Fig. 1: floorplan with the power grid
Bar = 50 µm. Pins as bars on the die edge. Tap cells in grey.
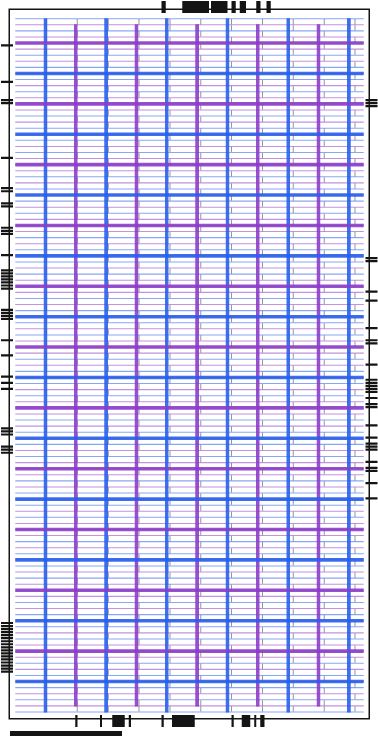
Fig. 2: placement by cell class
Bar = 50 µm.
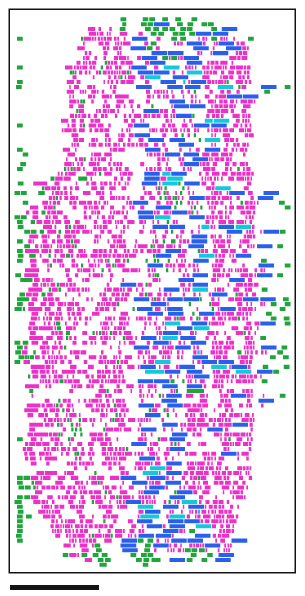
Fig. 3: clock network drawn from the DEF
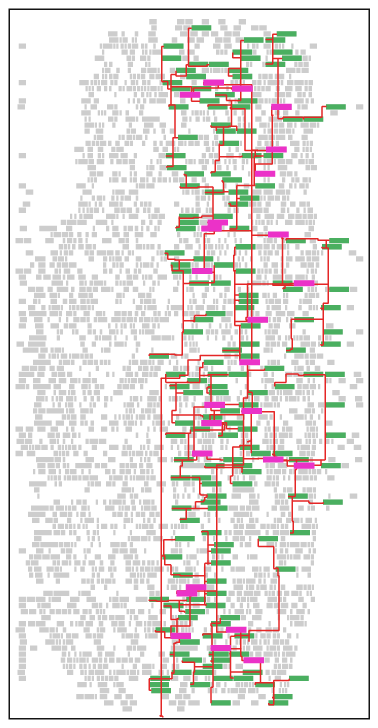
Fig. 4: routed metal, one colour a layer
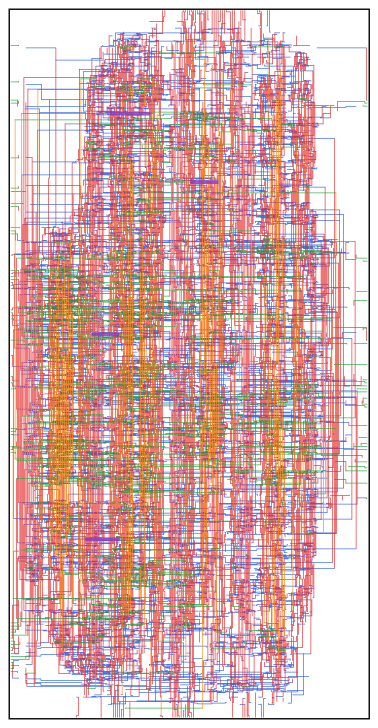
## src/rtl/alu_pkg.sv

```systemverilog
// Shared op-code encodings and FSM state type for the multi-cycle ALU.
package alu_pkg;

    localparam logic [3:0] OP_AND   = 4'b0000;
    localparam logic [3:0] OP_OR    = 4'b0001;
    localparam logic [3:0] OP_ADD   = 4'b0010;
    localparam logic [3:0] OP_SRLV  = 4'b0100;
    localparam logic [3:0] OP_PASSA = 4'b0101;
    localparam logic [3:0] OP_SUB   = 4'b0110;
    localparam logic [3:0] OP_SLT   = 4'b0111;
    localparam logic [3:0] OP_MULTU = 4'b1000;
    localparam logic [3:0] OP_DIVU  = 4'b1001;
    localparam logic [3:0] OP_SRAV  = 4'b1100;

    typedef enum logic [1:0] {
        StIdle = 2'b00,
        StIter = 2'b01,
        StDone = 2'b10
    } state_e;

    // MULTU always iterates; DIVU iterates unless the divisor is zero.
    function automatic logic is_iter_op(input logic [3:0] op, input logic b_zero);
        return (op == OP_MULTU) || ((op == OP_DIVU) && !b_zero);
    endfunction

endpackage

```

## src/rtl/alu_mc_iter.sv

```systemverilog
// Single combinational step of the iterative MULTU / DIVU datapath.
// MULTU: acc is the running high half, shreg the multiplier shifting out into the low half.
// DIVU:  acc is the partial remainder, shreg the dividend shifting out / quotient shifting in.
module alu_mc_iter #(
    parameter int unsigned WIDTH = 32
) (
    input  logic [WIDTH-1:0] i_acc,
    input  logic [WIDTH-1:0] i_shreg,
    input  logic [WIDTH-1:0] i_divisor,
    input  logic             i_mode,    // 1: divide, 0: multiply
    output logic [WIDTH-1:0] o_acc,
    output logic [WIDTH-1:0] o_shreg
);

    logic [WIDTH:0] w_sum;
    logic [WIDTH:0] w_shifted;
    logic [WIDTH:0] w_diff;

    // One shift-add (multiply) or restoring subtract-shift (divide) step.
    always_comb begin
        w_sum     = {1'b0, i_acc} + (i_shreg[0] ? {1'b0, i_divisor} : {(WIDTH + 1){1'b0}});
        w_shifted = {i_acc, i_shreg[WIDTH-1]};
        w_diff    = w_shifted - {1'b0, i_divisor};
        if (i_mode) begin
            // Top bit of w_diff is the borrow: set when the shifted remainder < divisor.
            if (!w_diff[WIDTH]) begin
                o_acc   = w_diff[WIDTH-1:0];
                o_shreg = {i_shreg[WIDTH-2:0], 1'b1};
            end else begin
                o_acc   = w_shifted[WIDTH-1:0];
                o_shreg = {i_shreg[WIDTH-2:0], 1'b0};
            end
        end else begin
            o_acc   = w_sum[WIDTH:1];
            o_shreg = {w_sum[0], i_shreg[WIDTH-1:1]};
        end
    end

endmodule

```

## src/rtl/alu_mc.sv

```systemverilog
// Multi-cycle ALU: single-cycle logic/arith/shift/compare ops plus iterative MULTU/DIVU.
module alu_mc
    import alu_pkg::*;
#(
    parameter int unsigned WIDTH = 32,
    parameter int unsigned SHW   = $clog2(WIDTH)
) (
    input  logic             i_clk,
    input  logic             i_rst_n,
    input  logic             i_start,
    input  logic [3:0]       i_op,
    input  logic [WIDTH-1:0] i_a,
    input  logic [WIDTH-1:0] i_b,
    output logic             o_ready,
    output logic             o_busy,
    output logic             o_done,
    output logic [WIDTH-1:0] o_lo,
    output logic [WIDTH-1:0] o_hi,
    output logic             o_zout,
    output logic             o_nout,
    output logic             o_vout,
    output logic             o_dz
);

    localparam int unsigned CW = SHW + 1;

    state_e           r_state, w_state_nxt;
    logic [CW-1:0]    r_cnt, w_cnt_nxt;
    logic             r_mode, w_mode_nxt;
    logic [WIDTH-1:0] r_acc, w_acc_nxt;
    logic [WIDTH-1:0] r_shreg, w_shreg_nxt;
    logic [WIDTH-1:0] r_div, w_div_nxt;
    logic [WIDTH-1:0] r_lo, w_lo_nxt;
    logic [WIDTH-1:0] r_hi, w_hi_nxt;
    logic             r_z, w_z_nxt;
    logic             r_n, w_n_nxt;
    logic             r_v, w_v_nxt;
    logic             r_dz, w_dz_nxt;

    logic [WIDTH-1:0] w_acc_step, w_shreg_step;
    logic [WIDTH-1:0] w_sum, w_diff;
    logic             w_v_add, w_v_sub;
    logic [SHW-1:0]   w_shamt;
    logic [WIDTH-1:0] w_q_lo, w_q_hi;
    logic             w_q_z, w_q_n, w_q_v, w_q_dz, w_q_valid;
    logic             w_iter_op;

    alu_mc_iter #(
        .WIDTH (WIDTH)
    ) u_iter (
        .i_acc     (r_acc),
        .i_shreg   (r_shreg),
        .i_divisor (r_div),
        .i_mode    (r_mode),
        .o_acc     (w_acc_step),
        .o_shreg   (w_shreg_step)
    );

    assign w_sum     = i_a + i_b;
    assign w_diff    = i_a - i_b;
    assign w_v_add   = (i_a[WIDTH-1] == i_b[WIDTH-1]) && (w_sum[WIDTH-1] != i_a[WIDTH-1]);
    assign w_v_sub   = (i_a[WIDTH-1] != i_b[WIDTH-1]) && (w_diff[WIDTH-1] != i_a[WIDTH-1]);
    assign w_shamt   = i_a[SHW-1:0];
    assign w_iter_op = is_iter_op(i_op, (i_b == '0));

    // Single-cycle result mux, evaluated on the live operands at accept time.
    always_comb begin
        w_q_lo    = '0;
        w_q_hi    = '0;
        w_q_v     = 1'b0;
        w_q_dz    = 1'b0;
        w_q_valid = 1'b1;
        unique case (i_op)
            OP_AND:   w_q_lo = i_a & i_b;
            OP_OR:    w_q_lo = i_a | i_b;
            OP_ADD: begin
                w_q_lo = w_sum;
                w_q_v  = w_v_add;
            end
            OP_SUB: begin
                w_q_lo = w_diff;
                w_q_v  = w_v_sub;
            end
            // Sign of a-b corrected by overflow gives the true signed less-than.
            OP_SLT:   w_q_lo = {{(WIDTH - 1){1'b0}}, w_diff[WIDTH-1] ^ w_v_sub};
            OP_SRLV:  w_q_lo = i_b >> w_shamt;
            OP_SRAV:  w_q_lo = $unsigned($signed(i_b) >>> w_shamt);
            OP_PASSA: w_q_lo = i_a;
            // Only reached on this path when b == 0.
            OP_DIVU: begin
                w_q_lo = '1;
                w_q_hi = i_a;
                w_q_dz = 1'b1;
            end
            OP_MULTU: w_q_valid = 1'b1;
            default:  w_q_valid = 1'b0;
        endcase
        w_q_z = w_q_valid && (w_q_lo == '0);
        w_q_n = w_q_valid && w_q_lo[WIDTH-1];
    end

    // FSM next state, iteration registers and result capture on entry to DONE.
    always_comb begin
        w_state_nxt = r_state;
        w_cnt_nxt   = r_cnt;
        w_mode_nxt  = r_mode;
        w_acc_nxt   = r_acc;
        w_shreg_nxt = r_shreg;
        w_div_nxt   = r_div;
        w_lo_nxt    = r_lo;
        w_hi_nxt    = r_hi;
        w_z_nxt     = r_z;
        w_n_nxt     = r_n;
        w_v_nxt     = r_v;
        w_dz_nxt    = r_dz;
        unique case (r_state)
            StIdle, StDone: begin
                if (i_start) begin
                    if (w_iter_op) begin
                        w_state_nxt = StIter;
                        w_cnt_nxt   = CW'(WIDTH);
                        w_mode_nxt  = (i_op == OP_DIVU);
                        w_acc_nxt   = '0;
                        w_shreg_nxt = i_a;
                        w_div_nxt   = i_b;
                    end else begin
                        w_state_nxt = StDone;
                        w_lo_nxt    = w_q_lo;
                        w_hi_nxt    = w_q_hi;
                        w_z_nxt     = w_q_z;
                        w_n_nxt     = w_q_n;
                        w_v_nxt     = w_q_v;
                        w_dz_nxt    = w_q_dz;
                    end
                end else begin
                    w_state_nxt = StIdle;
                end
            end
            StIter: begin
                w_acc_nxt   = w_acc_step;
                w_shreg_nxt = w_shreg_step;
                w_cnt_nxt   = r_cnt - CW'(1);
                if (r_cnt == CW'(1)) begin
                    w_state_nxt = StDone;
                    w_lo_nxt    = w_shreg_step;
                    w_hi_nxt    = w_acc_step;
                    w_z_nxt     = (w_shreg_step == '0);
                    w_n_nxt     = w_shreg_step[WIDTH-1];
                    w_v_nxt     = 1'b0;
                    w_dz_nxt    = 1'b0;
                end
            end
            default: w_state_nxt = StIdle;
        endcase
    end

    // State and datapath registers; reset aborts any op in flight.
    always_ff @(posedge i_clk or negedge i_rst_n) begin
        if (!i_rst_n) begin
            r_state <= StIdle;
            r_cnt   <= '0;
            r_mode  <= 1'b0;
            r_acc   <= '0;
            r_shreg <= '0;
            r_div   <= '0;
            r_lo    <= '0;
            r_hi    <= '0;
            r_z     <= 1'b0;
            r_n     <= 1'b0;
            r_v     <= 1'b0;
            r_dz    <= 1'b0;
        end else begin
            r_state <= w_state_nxt;
            r_cnt   <= w_cnt_nxt;
            r_mode  <= w_mode_nxt;
            r_acc   <= w_acc_nxt;
            r_shreg <= w_shreg_nxt;
            r_div   <= w_div_nxt;
            r_lo    <= w_lo_nxt;
            r_hi    <= w_hi_nxt;
            r_z     <= w_z_nxt;
            r_n     <= w_n_nxt;
            r_v     <= w_v_nxt;
            r_dz    <= w_dz_nxt;
        end
    end

    assign o_ready = (r_state == StIdle) || (r_state == StDone);
    assign o_busy  = (r_state == StIter);
    assign o_done  = (r_state == StDone);
    assign o_lo    = r_lo;
    assign o_hi    = r_hi;
    assign o_zout  = r_z;
    assign o_nout  = r_n;
    assign o_vout  = r_v;
    assign o_dz    = r_dz;

endmodule

```

## config.mk

```make
export PLATFORM = sky130hd
export DESIGN_NAME = alu_mc
export DESIGN_NICKNAME = d
export VERILOG_FILES = /design/src/rtl/alu_pkg.sv /design/src/rtl/alu_mc_iter.sv /design/src/rtl/alu_mc.sv
export SDC_FILE = /design/constraint.sdc
export NUM_CORES = 1
export LEC_CHECK = 0
export CAP_MARGIN = 15
export CORE_ASPECT_RATIO = 2
export CORE_MARGIN = 2
export CORE_UTILIZATION = 40
export CTS_CLUSTER_SIZE = 16
export DETAILED_ROUTE_END_ITERATION = 10
export GPL_ROUTABILITY_DRIVEN = 0
export GPL_TIMING_DRIVEN = 0
export SYNTH_ARGS = -nofsm -noshare
export SYNTH_HDL_FRONTEND = slang
export SYNTH_SLANG_ARGS = --single-unit
```

## constraint.sdc

```tcl
create_clock -name i_clk -period 10.23 [get_ports i_clk]
set_input_delay 2.5575 -clock i_clk [delete_from_list [all_inputs] [get_ports i_clk]]
set_output_delay 2.5575 -clock i_clk [all_outputs]
set_load 0.01 [all_outputs]
```

==> results.ini <==
[critical_path]
max_stage_delay_ns=0.85
endpoint=o_zout
required_ns=10.68
crit_family=simple AND/OR/NAND/NOR gates
arrival_ns=10.31
crit_buf_inv=5
critPathLaunch=i_a[3]
r2r_cells=17
cp.depth=28
cp_slowest_cell=clkdlybuf4s50_1
r2r_slack_ns=4.20
timing.rr.end=o_hi[10]
path_class=in2reg

[final_layout]
clk_share=0.03265
areaGrowthSynthToFinish_pct=15.82
drive_above_1_share=0.05462
nonClkBufAreaFrac=0.09756
logic_gates=2071
antenna_cells=1
nFillCells=4868

[sta]
fin_crit_sh=0.9642
rsz0062_at_grt=false
final_max_slew_viol_count=0
fin_ws_ns=0.3665
period_needed_ns=9.863

[grt]
gr-usage-met2=0.6748
use_met1=0.3628
antenna_found_initial=4
gr-max-usage-layer=met2

[detailed_routing]
post_drt_wl_per_cell_um=30.07
routed.top_layer=met5
drc_errors=0
wl_met1_um=30530

[status]
outcome=finished, final reports clean

[yosys]
yosysTopAreaCell=dfrtp_1
ys_sh_xor=0.02866
yosysChipArea_um2=19560
syn-mean-instance-area_um2=7.633
postSynthCellCount=2562
compound_area_frac=0.2869
synth_flops=173
flop_cell=dfrtp_1
common_cells=332 x nand2_1, 202 x a21oi_1, 192 x nor2_1
synth.area.top_cells=dfrtp_1 22%, ha_1 11%, nand2_1 6.4%
ys_sh_simple=0.2106
ys_seq_share=0.2214
syn-cell-area_um2=19560
adder_share=0.1120

[power_and_ir_drop]
power.group.top=combinational cells
swShare=0.4655
p_sw_mw=1.995
powerDensity_nw_per_um2=189.2
power.total_mw=4.286
power.share.combinational=0.554
powerSeq_mw=1.09

[floorplanning]
die_area_um2=50780
initCoreUtil=0.4044

[clock_tree]
path_clk_slew_ns=0.07
clk_path_buf_depth=3
post_cts_buffers=0
ctsResizeCount=1
cts_root_buf=clkbuf_16

[place]
portBuffers=140

[job]
maxCapViolCount=0
tool_warnings=99

About Fig. 1:
| net | colour |
|---|---|
| VDD | purple |
| VSS | blue |
met4 straps: 11
rows: 114
signal pins: 142
tap cells: 638
Core Area: 48350 µm²
Max VDD drop: 0.08569 mV
Die Y: 316.7 µm
Die X: 160.4 µm

About Fig. 2:
| class | colour | cells | share of their area |
|---|---|---|---|
| clock drivers and dummy loads | cyan | 33 | 3.4% |
| remaining logic cells | magenta | 2233 | 67% |
| registers | blue | 173 | 20% |
| remaining buffers and delay cells | green | 307 | 10% |
Final Cell Area: 22650 µm²
utilization after layout: 0.4684
flop share of the area: 0.1911
Rows: 114

About Fig. 3:
[clock-net drivers] magenta | count: 25
[flip-flops] green | count: 173
[clock wires] red | length: 2740 µm
routed clock nets: 26
Late-Pin Clk Latency: 0.52 ns
Clock Power: 0.820 mW
clock power share: 0.191
clk_skew: 0.02639 ns

About Fig. 4:
| layer | colour | wire length |
|---|---|---|
| M3 | green | 9300 µm |
| M1 | blue | 30.5 mm |
| M2 | red | 48.1 mm |
| M4 | orange | 13800 µm |
| M5 | purple | 52.4 µm |
final wirelength: 101800 µm
Total GRT Usage: 0.3935
DR vias: 22880

Power is estimated from default activity; no workload was simulated.
